run_1/congestion.png
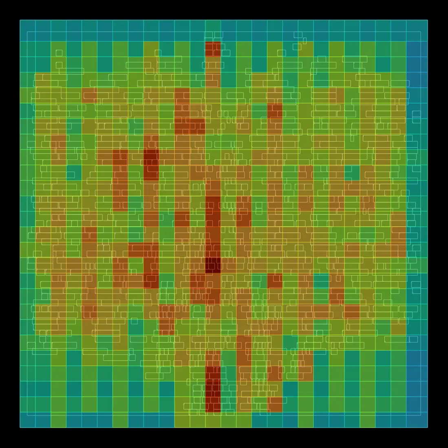
run_1/power_grid.png
(2 px per micron) Pins as bars on the die edge.
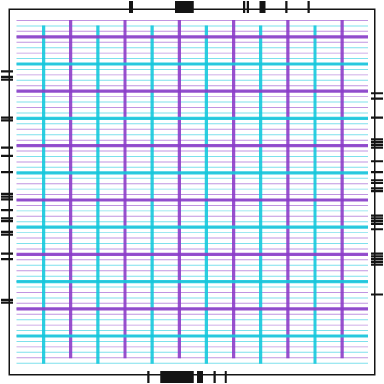
run_1/flops_by_reg.png
(2 px per micron) Other sequential cells in the stronger grey, the rest of the logic in the fainter grey.
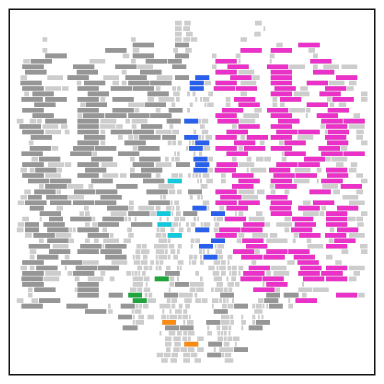
==> config.mk <==
export PLATFORM = sky130hd
export DESIGN_NAME = ext_bus_responder
export DESIGN_NICKNAME = d
export VERILOG_FILES = /design/src/rtl/ext_bus_responder.sv
export SDC_FILE = /design/constraint.sdc
export NUM_CORES = 1
export LEC_CHECK = 0
export CORE_MARGIN = 3
export CORE_UTILIZATION = 40
export CTS_BUF_LIST = sky130_fd_sc_hd__clkbuf_4
export CTS_CLUSTER_SIZE = 10
export DETAILED_ROUTE_END_ITERATION = 16
export GPL_ROUTABILITY_DRIVEN = 0
export SLEW_MARGIN = 20
export SYNTH_ARGS = -nofsm -noshare
export SYNTH_HDL_FRONTEND = slang
export SYNTH_SLANG_ARGS = --single-unit
==> constraint.sdc <==
create_clock -name clk_clk -period 4.5 [get_ports clk_clk]
set_input_delay 0.45 -clock clk_clk [delete_from_list [all_inputs] [get_ports clk_clk]]
set_output_delay 0.45 -clock clk_clk [all_outputs]
set_load 0.05 [all_outputs]
==> results.yml, run 1 <==
# synthesis and place-and-route metrics
final_timing:
  maxSlewViolCount: 0
  fin_hold_ws_ns: 0.425
  timing.final.crit_period_ns: 3.46
  min_period_over_period_pct: 76.8
  setup_viol: 0
  fmax_mhz: 289
  setup_slack_ns: 1.05
  finClkSkew_ns: 0.0526
  tightest_slew_ns: 0.891
  rsz0062_at_grt: "false"
  slew_headroom_pct: 40.5
  final_hold_viol_count: 0
  tns_ns: 0
power:
  total_power_w: 0.00687
  combPwrFrac_pct: 17.2
  internal_power_w: 0.00503
  pg_comb_w: 0.00118
  power_density_mw_per_mm2: 463
  p_seq_share_pct: 48.7
  leakage_nw: 4.81
  p_sw_share_pct: 26.8
  pwr-share-clk_pct: 34.1
  p_clk_w: 0.00234
  switching_power_w: 0.00184
  top_power_group: "sequential cells"
synth:
  ys_chip_area_sq_mm: 0.0124
  ys_top_cells_by_count: "256 x edfxtp_1, 64 x mux4_2, 63 x dfxtp_1"
  ff_type: "edfxtp_1"
  synthArstFlopShare_pct: 0
  ys_ff: 319
  synth_cell_type_count: 53
  ys_sh_adder_pct: 1.33
  synth-xor-area-share_pct: 0.777
  syn_nets: 746
  mux_area_share_pct: 15.6
  syn_inst: 683
  largest_area_cell: "edfxtp_1"
  synth_area_per_cell_sq_um: 18.1
  edf_count: 256
  synth_area_sq_mm: 0.0124
  area_leaders: "edfxtp_1 62%, mux4_2 12%, dfxtp_1 10%"
  compound_area_share_pct: 3.10
  synth.most_common_cell: "edfxtp_1"
  topCombFamilyByArea: "multiplexers"
  ys_cells: 683
  synth-warning-count: 0
  ys_sh_simple_pct: 5.53
  top_area_share_pct: 62.0
  ys_seq_share_pct: 72.2
final_layout:
  final_cells: 1291
  flop-count: 319
  n_antenna_cell: 2
  fin_area_sq_mm: 0.0148
  drive_above_1_share_pct: 28.1
  largestClassByArea: "registers"
  syn2layout_area_growth_pct: 19.8
  layout.cells.most_common_list: "256 x edfxtp_1, 114 x clkbuf_4, 85 x clkdlybuf4s50_1"
  logic_gate_count: 320
  layout_top_cell: "edfxtp_1"
  clock_buffers: 114
  nets: 904
  fillers: 2553
  inverters: 10
  sh_comb_area_pct: 22.3
  signal_buffers: 110
  final-comb-area_sq_mm: 0.00331
  buf_share_pct: 7.08
  clk_share_pct: 6.73
route:
  ant_nets: 0
  drt_iter0_drc: 385
  drtPass1Iterations: 5
  wl_met3_microns: 1280
  wl_microns: 26500
  met2_length_microns: 14000
  wirelength_met1_microns: 10900
  dr.max_layer_used: "met4"
  num_vias: 6673
  drc_errors: 0
  avgRoutedWirePerCell_microns: 20.5
  routed_via_density: 5.17
setup_path:
  required_ns: 5.08
  cp-start-kind: "register"
  cp_cell_sequence: "or3b_1, nor4_1, nand4bb_1, clkinv_2, ha_1, inv_1, ha_1, a21o_1, a21oi_1, xnor2_1, or3_1, a21oi_1"
  crit_arrival_ns: 4.03
  path_buffers: 2
  critical_path_depth: 12
  crit_path_end_kind: "register"
  worstSetupPathType: "register to register"
  timing.reg2reg.setup_slack_ns: 1.05
  critPathMaxStageDelay_ns: 0.49
  cp_max_fo: 7
  slowest_stage: "nor4_1"
  rr_worst_depth: 12
  cp_top_family: "simple AND/OR/NAND/NOR gates"
status:
  status: "finished, final reports clean"
die:
  nWellTaps: 390
  num_rows: 63
  ios: 87
  fp_util_pct: 41.2
  dieArea_sq_mm: 0.0331
grt:
  grt_max_degree: 45
  grt_pass1_vias: 7288
  grt_pass1_wl_microns: 41000
  grtUsageMet3_pct: 3.91
  globalRouteOverflowTotal: 0
  antenna_found_initial: 2
  grt.busiest_layer: "met2"
cts:
  postCtsSetupBuffers: 0
  cts-root-buf: "clkbuf_4"
  cts-resized-gates: 0
  cts_buffer_depth: 3
  cts_tree: "built"
  h-tree-depth: 3
  clock-sinks: 319
  clock_latency_ns: 0.69
  clkSlewWorstSetupHoldPaths_ns: 0.07
  cts_hold_buf: 0
  cts_made_buffers: 80
placed_design:
  dp_hpwl_microns: 16400
  place_inst: 1149
  postPlaceCellArea_sq_mm: 0.0138
  dp_slack_ns: 0.441
  io_buffers: 85
hold_path:
  min_path_type: "input port to register"
  min_path_cells: 3
flow_run:
  max_cap_violations: 0
  openroad.warnings: 26
About congestion.png:
met1 Usage GRT: 19.7%
Total GRT Usage: 16.2%
global-route track usage on met2: 28.5%

About power_grid.png:
| net | colour |
|---|---|
| VSS | cyan |
| VDD | purple |
met4 straps: 12
signal pins: 87
met1 rails: 64
rows: 63
core box area: 0.0301 sq mm
peak supply drop: 218 uV
Die X-Extent: 182 microns
chip height: 182 microns

About flops_by_reg.png:
| netlist name | colour | sequential cells |
|---|---|---|
| `r_state` | orange | 2 |
| `r_scratch` | blue | 16 |
| `r_rx_wr` | green | 3 |
| `r_tx_mem` | magenta | 128 |
| `r_rx_count` | cyan | 4 |
storage element area: 0.00895 sq mm
seq pwr: 0.00334 W
Finished Core Util: 49.3%
Seq/total area: 60.3%

run_1/placement_by_type.png
(2 px per micron) Fill, decap, tap and diode cells in grey.
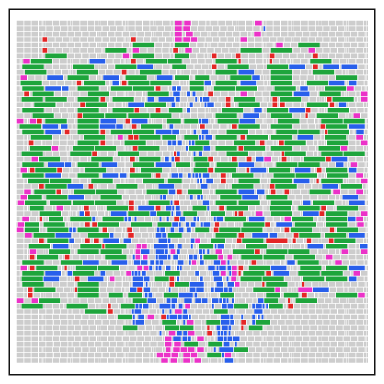

==> run 2, diff against run 1 <==
==> constraint.sdc (replaced) <==
create_clock -name clk_clk -period 2.88 [get_ports clk_clk]
set_input_delay 0.288 -clock clk_clk [delete_from_list [all_inputs] [get_ports clk_clk]]
set_output_delay 0.288 -clock clk_clk [all_outputs]
set_load 0.05 [all_outputs]
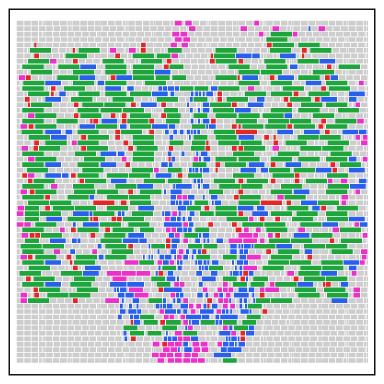
run_2/placement_by_type.png
(2 px per micron) Fill, decap, tap and diode cells in grey.
| class | colour | cells | share of their area |
|---|---|---|---|
| other buffers and delay cells | magenta | 155 | 10% |
| flops | green | 319 | 60% |
| combinational and other logic | blue | 330 | 23% |
| clock drivers and dummy loads | red | 146 | 7.3% |
row cnt: 63
Finished Core Util: 51.6%
Seq/total area: 57.6%
Final Cell Area: 0.0155 sq mm

==> results.yml, run 2 <==
# synthesis and place-and-route metrics
setup_path:
  crit_arrival_ns: 3.59
  worstSetupPathType: "register to register"
  timing.reg2reg.setup_slack_ns: -0.11
  critPathMaxStageDelay_ns: 0.54
  cp_max_fo: 3
  cp_top_family: "simple AND/OR/NAND/NOR gates"
  cp_cell_sequence: "or3b_4, or4_4, o21ai_4, and2_4, ha_4, inv_4, ha_4, a21o_1, a21oi_2, xnor2_1, or3_1, a21oi_2"
power:
  p_sw_share_pct: 26.2
  leakage_nw: 5.18
  ir_drop_uv: 390
  power_density_mw_per_mm2: 724
  p_seq_share_pct: 46.4
  seq_power_w: 0.00522
status:
  status: "complete, but fails checks"
  failed_checks: "negative setup slack"
final_layout:
  flop_area_sq_mm: 0.00895
  final-comb-area_sq_mm: 0.00344
  nets: 952
  flop-count: 319
  logic_gate_count: 320
  inverters: 10
  layout.cells.most_common_list: "256 x edfxtp_1, 123 x clkbuf_4, 72 x buf_4"
  drive_above_1_share_pct: 35.7
  signal_buffers: 155
  final_cells: 1340
  n_antenna_cell: 0
  clk_share_pct: 7.08
  buf_share_pct: 9.73
  sh_comb_area_pct: 22.1
die:
  die_w_microns: 182
  nWellTaps: 390
  core_area_sq_mm: 0.0301
  fp_util_pct: 41.2
  dieArea_sq_mm: 0.0331
synth:
  syn_nets: 746
  synth_area_per_cell_sq_um: 18.1
  compound_area_share_pct: 3.10
  synth_cell_type_count: 53
  mux_area_share_pct: 15.6
  largest_area_cell: "edfxtp_1"
  edf_count: 256
  top_area_share_pct: 62.0
  synth_area_sq_mm: 0.0124
  ys_ff: 319
  ys_top_cells_by_count: "256 x edfxtp_1, 64 x mux4_2, 63 x dfxtp_1"
cts:
  cts_tree: "built"
  cts_buffer_depth: 3
  cts_hold_buf: 0
  cts-resized-gates: 2
  cts_made_buffers: 83
  cts-root-buf: "clkbuf_4"
grt:
  grt_max_degree: 44
  grtUsageMet1_pct: 20.1
  grt.busiest_layer: "met2"
  grt_pass1_vias: 7442
hold_path:
  min_path_type: "input port to register"
final_timing:
  rsz0062_at_grt: "true"
  setup_viol: 1
  tightest_slew_ns: 0.876
  final_hold_viol_count: 0
  min_period_over_period_pct: 104
  setup_slack_ns: -0.114
route:
  drt_iter0_drc: 479
  dr.max_layer_used: "met4"
placed_design:
  place_inst: 1185
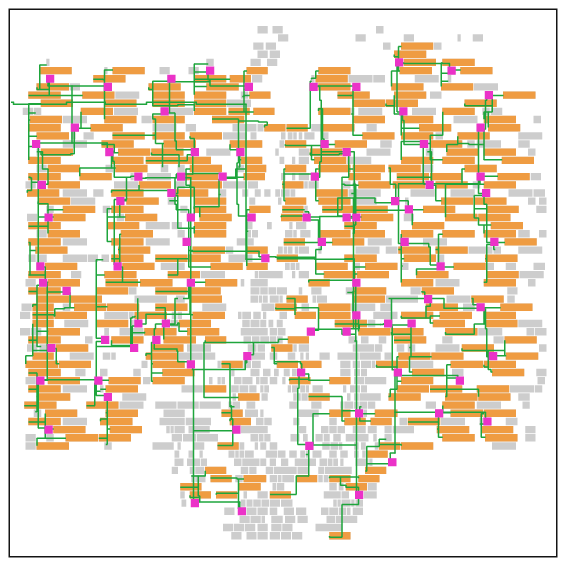
run_2/clk_routes.png
(3 px per micron)
[clock drivers] magenta | count: 83
[clock wires] green | length: 3900 microns
[flip-flops] orange | count: 319
routed clock nets: 84
Clk pwr share: 35.1%
Clk power: 0.00395 W
Clk Latency, worst-skew pair: 0.68 ns
clk_skew: 0.0227 ns

No activity file was given, so power comes from the tool's default toggle rates.
